$ cat src/rtl/automate_job_sched.sv
// Round-robin scheduler time-sharing one automaton core among NREQ job requesters.
// Latency: gnt at cycle 0, core reset at 1, steps at 2..len+1, drain, done at len+3 when already idle.
// Backpressure: req is held until its gnt; done/result/err are not throttled, so the owner must take the done pulse.
module automate_job_sched #(
    parameter int NREQ    = 2,
    parameter int LEN_MAX = 8,
    parameter int LW      = 4,
    parameter int TMO     = 16
) (
    input  logic                    i_clk,
    input  logic                    i_res,
    input  logic [NREQ-1:0]         i_req,
    input  logic [NREQ*LEN_MAX-1:0] i_seq_x,
    input  logic [NREQ*LEN_MAX-1:0] i_seq_y,
    input  logic [NREQ*LW-1:0]      i_seq_len,
    output logic [NREQ-1:0]         o_gnt,
    output logic                    o_busy,
    output logic                    o_a_res,
    output logic                    o_a_en,
    output logic                    o_a_x,
    output logic                    o_a_y,
    input  logic [4:0]              i_a_t,
    input  logic                    i_a_idle,
    output logic [NREQ-1:0]         o_done,
    output logic [4:0]              o_result,
    output logic                    o_err
);
    localparam int PW = (NREQ > 1) ? $clog2(NREQ) : 1;
    localparam int DW = $clog2(TMO + 1);

    typedef enum logic [2:0] {
        S_IDLE,
        S_CLR,
        S_STEP,
        S_DRAIN,
        S_DONE
    } state_t;

    state_t             r_state;
    state_t             w_next;
    logic [PW-1:0]      r_rr;
    logic [PW-1:0]      r_owner;
    logic [PW-1:0]      w_pick;
    logic               w_found;
    logic [LEN_MAX-1:0] r_x;
    logic [LEN_MAX-1:0] r_y;
    logic [LEN_MAX-1:0] w_x_sh;
    logic [LEN_MAX-1:0] w_y_sh;
    logic [LW-1:0]      r_len;
    logic [LW-1:0]      r_idx;
    logic [LW-1:0]      w_len_in;
    logic [LW-1:0]      w_len_clamp;
    logic [DW-1:0]      r_dcnt;
    logic [4:0]         r_result;
    logic               r_err;
    logic               w_last_step;
    logic               w_drain_tmo;

    // First requester at or after the round-robin pointer, wrapping
    always_comb begin
        w_found = 1'b0;
        w_pick  = '0;
        for (int k = 0; k < NREQ; k++) begin
            if (!w_found && i_req[(int'(r_rr) + k) % NREQ]) begin
                w_found = 1'b1;
                w_pick  = PW'((int'(r_rr) + k) % NREQ);
            end
        end
    end

    assign w_len_in    = i_seq_len[int'(w_pick)*LW +: LW];
    assign w_len_clamp = (w_len_in > LW'(LEN_MAX)) ? LW'(LEN_MAX) : w_len_in;
    assign w_x_sh      = r_x >> r_idx;
    assign w_y_sh      = r_y >> r_idx;
    assign w_last_step = (r_idx == r_len - LW'(1));
    assign w_drain_tmo = (r_dcnt == DW'(TMO - 1));

    // State register
    always_ff @(posedge i_clk) begin
        if (i_res) begin
            r_state <= S_IDLE;
        end else begin
            r_state <= w_next;
        end
    end

    // Next state and core/client strobes; reset forces the core into reset and silences everything else
    always_comb begin
        w_next  = r_state;
        o_gnt   = '0;
        o_done  = '0;
        o_busy  = 1'b0;
        o_a_res = i_res;
        o_a_en  = 1'b0;
        o_a_x   = 1'b0;
        o_a_y   = 1'b0;
        if (!i_res) begin
            o_busy = (r_state != S_IDLE);
            unique case (r_state)
                S_IDLE: begin
                    if (w_found) begin
                        o_gnt  = NREQ'(1) << w_pick;
                        w_next = S_CLR;
                    end
                end
                S_CLR: begin
                    o_a_res = 1'b1;
                    w_next  = (r_len == '0) ? S_DONE : S_STEP;
                end
                S_STEP: begin
                    o_a_en = 1'b1;
                    o_a_x  = w_x_sh[0];
                    o_a_y  = w_y_sh[0];
                    if (w_last_step) begin
                        w_next = S_DRAIN;
                    end
                end
                S_DRAIN: begin
                    if (i_a_idle) begin
                        w_next = S_DONE;
                    end else begin
                        o_a_en = 1'b1;
                        if (w_drain_tmo) begin
                            w_next = S_DONE;
                        end
                    end
                end
                S_DONE: begin
                    o_done = NREQ'(1) << r_owner;
                    w_next = S_IDLE;
                end
                default: w_next = S_IDLE;
            endcase
        end
    end

    // Job operands, step index, drain counter, result accumulation and timeout flag
    always_ff @(posedge i_clk) begin
        if (i_res) begin
            r_rr     <= '0;
            r_owner  <= '0;
            r_x      <= '0;
            r_y      <= '0;
            r_len    <= '0;
            r_idx    <= '0;
            r_dcnt   <= '0;
            r_result <= '0;
            r_err    <= 1'b0;
        end else begin
            case (r_state)
                S_IDLE: begin
                    if (w_found) begin
                        r_owner <= w_pick;
                        r_rr    <= PW'((int'(w_pick) + 1) % NREQ);
                        r_x     <= i_seq_x[int'(w_pick)*LEN_MAX +: LEN_MAX];
                        r_y     <= i_seq_y[int'(w_pick)*LEN_MAX +: LEN_MAX];
                        r_len   <= w_len_clamp;
                    end
                end
                S_CLR: begin
                    r_result <= '0;
                    r_err    <= 1'b0;
                    r_idx    <= '0;
                    r_dcnt   <= '0;
                end
                S_STEP: begin
                    r_result <= r_result | i_a_t;
                    r_idx    <= r_idx + LW'(1);
                end
                S_DRAIN: begin
                    if (!i_a_idle) begin
                        r_dcnt <= r_dcnt + DW'(1);
                        if (w_drain_tmo) begin
                            r_err <= 1'b1;
                        end
                    end
                end
                default: begin
                end
            endcase
        end
    end

    assign o_result = r_result;
    assign o_err    = r_err;

endmodule

$ cat config.mk
export PLATFORM = sky130hd
export DESIGN_NAME = automate_job_sched
export DESIGN_NICKNAME = d
export VERILOG_FILES = /design/src/rtl/automate_job_sched.sv
export SDC_FILE = /design/constraint.sdc
export NUM_CORES = 1
export LEC_CHECK = 0
export CAP_MARGIN = 0
export CORE_ASPECT_RATIO = 0.8
export CORE_MARGIN = 2
export CORE_UTILIZATION = 35
export CTS_CLUSTER_SIZE = 25
export DETAILED_ROUTE_END_ITERATION = 8
export MAX_ROUTING_LAYER = met4
export PLACE_DENSITY = 0.64
export SLEW_MARGIN = 20
export SYNTH_ARGS = -nofsm -noshare
export SYNTH_HDL_FRONTEND = slang
export SYNTH_SLANG_ARGS = --single-unit
$ cat constraint.sdc
create_clock -name i_clk -period 3.2 [get_ports i_clk]
set_input_delay 0.64 -clock i_clk [delete_from_list [all_inputs] [get_ports i_clk]]
set_output_delay 0.64 -clock i_clk [all_outputs]
set_load 0.05 [all_outputs]
Figure 1. Sizing map.
Bar = 20 um.
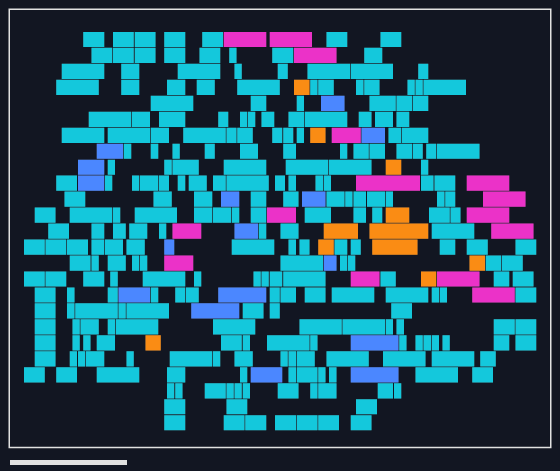
x1 and smaller: in cyan, cells 265, most used clkdlybuf4s50_1. x2: in blue, cells 16. x3 and x4: in orange, cells 11, most used buf_4. x6 and larger: in magenta, cells 15, most used buf_12.
Area Overhead vs Synth: 42.0%
design area: 3080 um^2

Figure 2. Wires at chosen ports, followed through buffers.
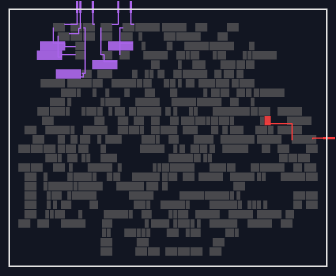
o_result: in purple, bits 5, direction output, end cells 5, buffers 5, wire 99.7 um. o_a_y: in red, bits 1, direction output, end cells 1, buffers 1, wire 16.2 um.

Figure 3. Signal wires by layer.
Bar = 20 um.
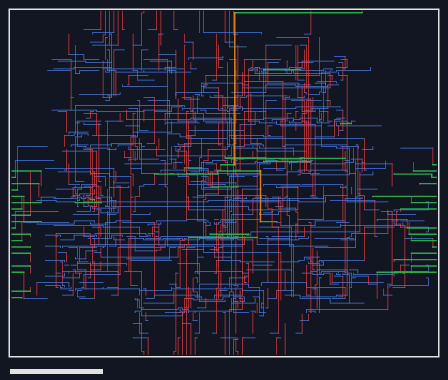
M1: in blue, wire length 2840 um. M3: in green, wire length 299 um. M2: in red, wire length 2310 um. M4: in orange, wire length 43.5 um.
WL per Instance: 14.1 um
total length of routed wires: 5.49 mm

==> flow_summary.yaml <==
# physical design summary
status:
  outcome: "finished, final reports clean"
cts:
  post_cts_buffers: 0
  clock-sinks: 40
  cts.clk_slew.worst_paths_ns: 0.08
  cts_made_buffers: 5
  cts_hold_buffers: 0
  cts_root_buffer: "clkbuf_8"
  htree_levels: 2
  cts_buffer_depth: 2
  cts_resized: 0
  clk_latency_ns: 0.29
  cts_tree: "built"
cells_and_area:
  clkCellAreaFrac: 0.0350
  largest_class: "logic gates"
  comb_cells: 180
  n_all_buffers: 71
  fill_cells: 553
  register_area_um2: 801
  reg_top3: "r_x (8), r_y (8)"
  nonClockInverterCount: 8
  seq_area_frac: 0.260
  nets: 361
  final_core_util: 0.518
  seq_cells: 40
  nonClkBufAreaFrac: 0.255
  fin_cells: 388
  diodes: 0
  comb_share: 0.407
  drive_above_1_share: 0.137
  nClkBuffers: 6
  logic_area_um2: 1250
global_routing:
  grtUsageTotal: 0.174
  grt_max_degree: 29
  grt_overflow_total: 0
  met3_usage: 0.0334
  met1_usage: 0.241
  antenna_found_initial: 0
  grtUsageMet2: 0.264
  grt_pass1_vias: 1910
  grt-busiest-layer: "met2"
  grt_pass1_wl_mm: 9.25
yosys:
  logic_family: "AND-OR/OR-AND gates"
  synthAoiAreaFrac: 0.236
  synth_nets: 299
  top_cell_area_share: 0.370
  ys_ff: 40
  ys_seq_frac: 0.370
  syn_area_um2: 2170
  postSynth.asyncResetShare: 0
  synthXorXnorAreaFrac: 0.0202
  yosysWarnings: 0
  synthMostInstantiatedCell: "dfxtp_1"
  flop_cell: "dfxtp_1"
  common_cells: "dfxtp_1 (40), nand2_1 (36), nor2_1 (31), a22oi_1 (12)"
  synth_area_leader_cell: "dfxtp_1"
  edf_count: 0
  mux_area_frac: 0.0716
  ys_sh_simple: 0.222
  syn_area_per_cell_um2: 8.88
  top_cells_by_area: "dfxtp_1 (37%), nand2_1 (6.2%), nor2_1 (5.4%)"
  yosysCellCount: 244
  postSynthCellCount: 244
  ys_sh_adder: 0.0289
  yosysUniqueCellTypes: 49
  yosys_area_um2: 2170
pwr:
  total_power_mw: 2.16
  ir_worst_vdd_uv: 284
  p_leak_nw: 1.18
  powerDensity_nw_per_um2: 703
timing:
  worst_slew_pin_slew_ns: 0.743
  relSlewSlack: 0.504
  fin_hold_ws_ns: 0.450
  rsz0062_at_grt: "no"
  finalClockPeriodUsage: 0.853
  hold_viol_final: 0
  fin_tns_setup_ns: 0
  drv_slew: 0
  setup_ws_ns: 0.470
  finalSetupViolCount: 0
  fmax_mhz: 366
  fin_skew_ns: 0.00304
  fin_crit_ns: 2.73
worst_setup_path:
  cp-startpoint: "r_state[1]"
  end_kind: "output pin"
  arrival_ns: 2.09
  critical_path.top_delay_family: "flip-flops"
  critPathKind: "reg2out"
  critPathLaunchType: "flip-flop"
  slowest_stage: "dfxtp_1"
  reg2reg_from: "r_state[1]"
  required_ns: 2.56
  crit_path_max_incr_delay_ns: 0.81
  path_cells: "nor2b_1 -> nand2_1 -> nor3_1 -> buf_12"
  worst-path-buf-inv: 1
  crit_path_max_fanout: 23
drt:
  dr_wl_met2_mm: 2.31
  dr.pass1.iters: 4
  wl_met1_mm: 2.84
  wl_met3_um: 298
  viasPerCell: 5.12
  top_layer_used: "met4"
  drc: 0
  via_count: 1986
  drt_iter0_markers: 133
  antenna_left: 0
place:
  place_congestion: 0.782
  dp_cells: 380
  hpwl_mm: 4.11
  port_buffers: 64
  dpl_cell_area_um2: 2970
  dp_slack_ns: 0.543
floorplan:
  initial_core_util: 0.365
  rows: 25
  die_h_um: 74.4
  chip_area_um2: 6840
  coreArea_um2: 5940
  io_pins: 65
  n_tap_cell: 81
  dieWidth_um: 92.0
worst_hold_path:
  hp-class: "reg2reg"
  holdCritStartpoint: "r_y[0]"
flow_run:
  warnings: 27
  cap_viol_max_count: 0
==> placed cells by master, fill, tap and decap left out, types with 7 or more instances in the layout <==
cell type	count
buf_4	7
clkdlybuf4s50_1	55
nand2_1	36
nor2_1	31
inv_1	8
a22oi_1	12
a311oi_1	8
a31oi_1	7
dfxtp_1	40
buf_12	9
a22o_1	7
==> path summary, 6_finish.rpt <==
kind | end | slack [ns] | cells past startpoint
min reg2reg | r_y[0] | 0.45 | 2
min | r_y[0] | 0.45 | 2
max reg2reg | r_x[6] | 1.08 | 4
max | o_a_y | 0.47 | 4
==> report_power, final <==
group	switching, mW	internal (mW)
Clock	0.173	0.232
Combinational	0.532	0.446
Sequential	0.152	0.628
Total	0.857	1.31
Power and IR drop assume default switching activity.
